==> config.mk <==
export PLATFORM = sky130hd
export DESIGN_NAME = sha256_id_issue_arbiter
export DESIGN_NICKNAME = d
export VERILOG_FILES = /design/src/rtl/sha256_id_issue_arbiter.sv
export SDC_FILE = /design/constraint.sdc
export NUM_CORES = 1
export LEC_CHECK = 0
export CORE_AREA = 2 2 605 607
export CTS_CLUSTER_DIAMETER = 50
export DETAILED_ROUTE_END_ITERATION = 6
export DIE_AREA = 0 0 607 609
export GPL_TIMING_DRIVEN = 1
export PLACE_DENSITY_LB_ADDON = 0.12
export REMOVE_ABC_BUFFERS = 1
export SYNTH_ARGS = -nofsm -noshare
export SYNTH_HDL_FRONTEND = slang
export SYNTH_SLANG_ARGS = --single-unit
export TNS_END_PERCENT = 10
==> constraint.sdc <==
create_clock -name clk -period 2 [get_ports clk]
set_clock_uncertainty 0.1 [all_clocks]
set_input_delay 0.6 -clock clk [delete_from_list [all_inputs] [get_ports clk]]
set_output_delay 0.6 -clock clk [all_outputs]
set_load 0.01 [all_outputs]
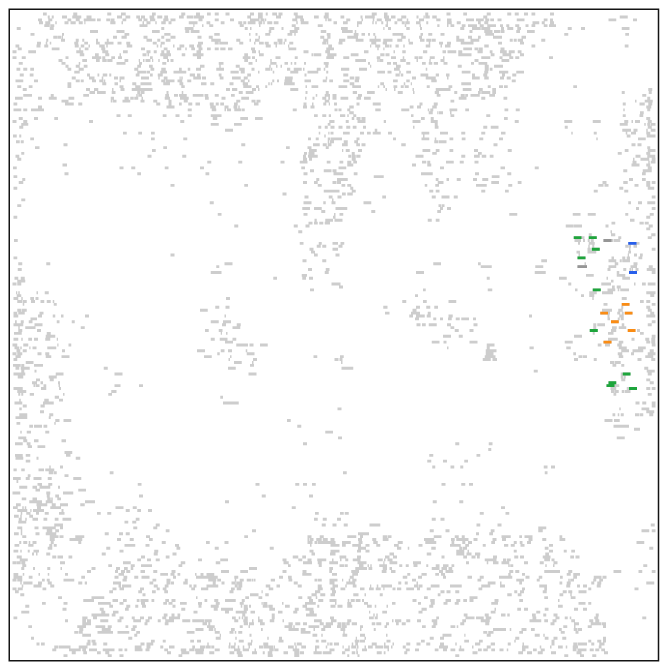
**Above:** sequential cells grouped by signal name.
Other sequential cells in the stronger grey, the rest of the logic in the fainter grey.
[`status_packet_count`] green | sequential cells: 10 | where: middle right
[`state`] blue | sequential cells: 2
[`id_out`] orange | sequential cells: 6 | where: middle right
flop share of the area: 0.0105
Seq power: 0.410 mW
FF+latch area: 405 um^2
Util after Layout: 0.106

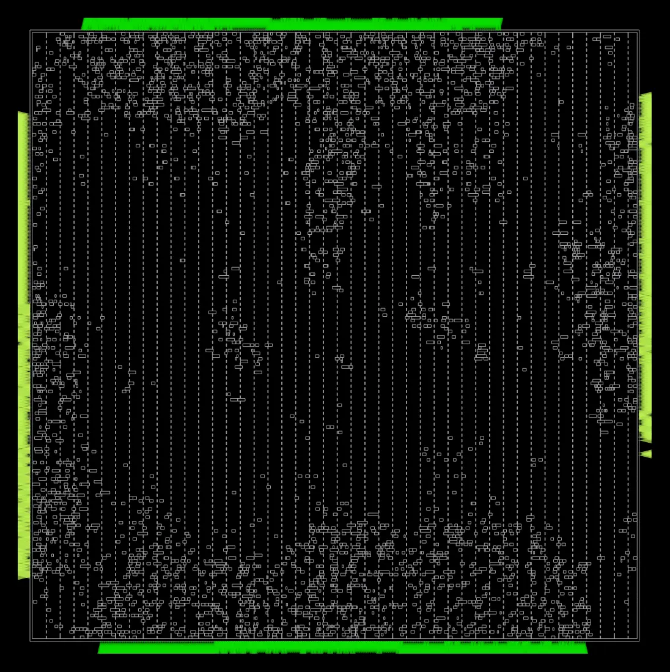
**Above:** placed standard cells.
FILL cells: 42100
Core Region: 364000 um^2
final std cells w/o fill: 8093

==> notes.md <==
fresh numbers from the pnr run: mux frac, synth 0.597, Adder Share, Synth 0.00288, dpl cell area 33800 um^2, status finished with violations, I/O pins 1574, CP Data Required Time 1.30 ns, DR WL met2 136 mm, Max-cap violations 0, AND-OR/OR-AND share of the synthesized area 0.0226, die height 609 um, Synth Warn # 0, FF-to-FF path depth 8, Setup Viol. Count Final 540, clock root buffer clkbuf_16, synthesized area per cell 6.90 um^2, ys async rst share 0, Synth cell types 36, Area growth syn-to-layout 346%, min cycle time layout 2.88 ns, Slew @ Worst Pin 0.657 ns, share of layout cells above drive strength 1 0.315, crit share post-route 1.44, setup ws final -0.877 ns, GRT overflow 0, CLK BUF 4, tap cells 4816, total CTS buffers 3, Placer Congestion 0.921, worst-path fanout max 8, relative max-transition margin 0.554, pre-CTS WS -1.78 ns, HPWL Detailed 269 mm, Final Max Slew Viols 0, GR Util All Layers 0.150, max reg flops 10, clk slew on worst S/H paths 0.06 ns, total power 6.87 mW, failing checks setup timing, logic share of the area 0.245
==> report_power, final <==
group / total (mW) / switching (mW) / internal [mW]
logic: 5.95 / 2.46 / 3.49
clock network: 0.509 / 0.201 / 0.307
registers: 0.410 / 0.00766 / 0.402
==> routing by layer <==
| layer | vias up | track usage |
|---|---|---|
| met5 | - | 0 |
| met4 | 222 | 0.0142 |
| met3 | 527 | 0.0840 |
| met2 | 1168 | 0.256 |
| met1 | 9002 | 0.168 |
| li1 | 8320 | - |
==> worst max-delay path, cell delays in order <==
cell	delay [ns]
buf_8	0.10
nand4bb_4	0.19
buf_12	0.16
buf_16	0.16
buf_16	0.17
buf_12	0.14
nor2_1	0.32
clkbuf_2	0.28
==> cell usage in the layout, fill, tap and decap left out, types with 72 or more instances in the layout <==
cell type	Yosys	final
clkdlybuf4s50_1	0	1051
nor2_1	524	413
mux2i_1	517	379
buf_4	9	353
dlymetal6s2s_1	0	223
buf_12	0	156
buf_6	0	90
mux2i_4	0	80
diode_2	0	77
nor2_4	0	72
==> Yosys cell counts (3+ instances only) <==
library cell | count | share of area
or4_1 | 4 | 0.0035
clkbuf_1 | 8 | 0.0035
inv_1 | 5 | 0.0022
or3_1 | 5 | 0.0036
nand2_1 | 6 | 0.0026
buf_1 | 3 | 0.0013
o31ai_1 | 4 | 0.0035
mux2i_1 | 517 | 0.60
buf_4 | 9 | 0.0078
a21oi_1 | 11 | 0.0063
dfxtp_1 | 20 | 0.046
nand2b_1 | 4 | 0.0029
o21ai_0 | 6 | 0.0035
nor2_1 | 524 | 0.23
buf_2 | 106 | 0.061
nand3_1 | 5 | 0.0029
==> repair_timing <==
action / CTS / global route
pin swaps: 19 / 15
endpoints found under the setup margin: 546 / 551
hold endpoints to repair: 0 / 0
resized: 615 / 789
setup buffers: 70 / 70
gates cloned: 25 / 7
No activity file was given, so power comes from the tool's default toggle rates.
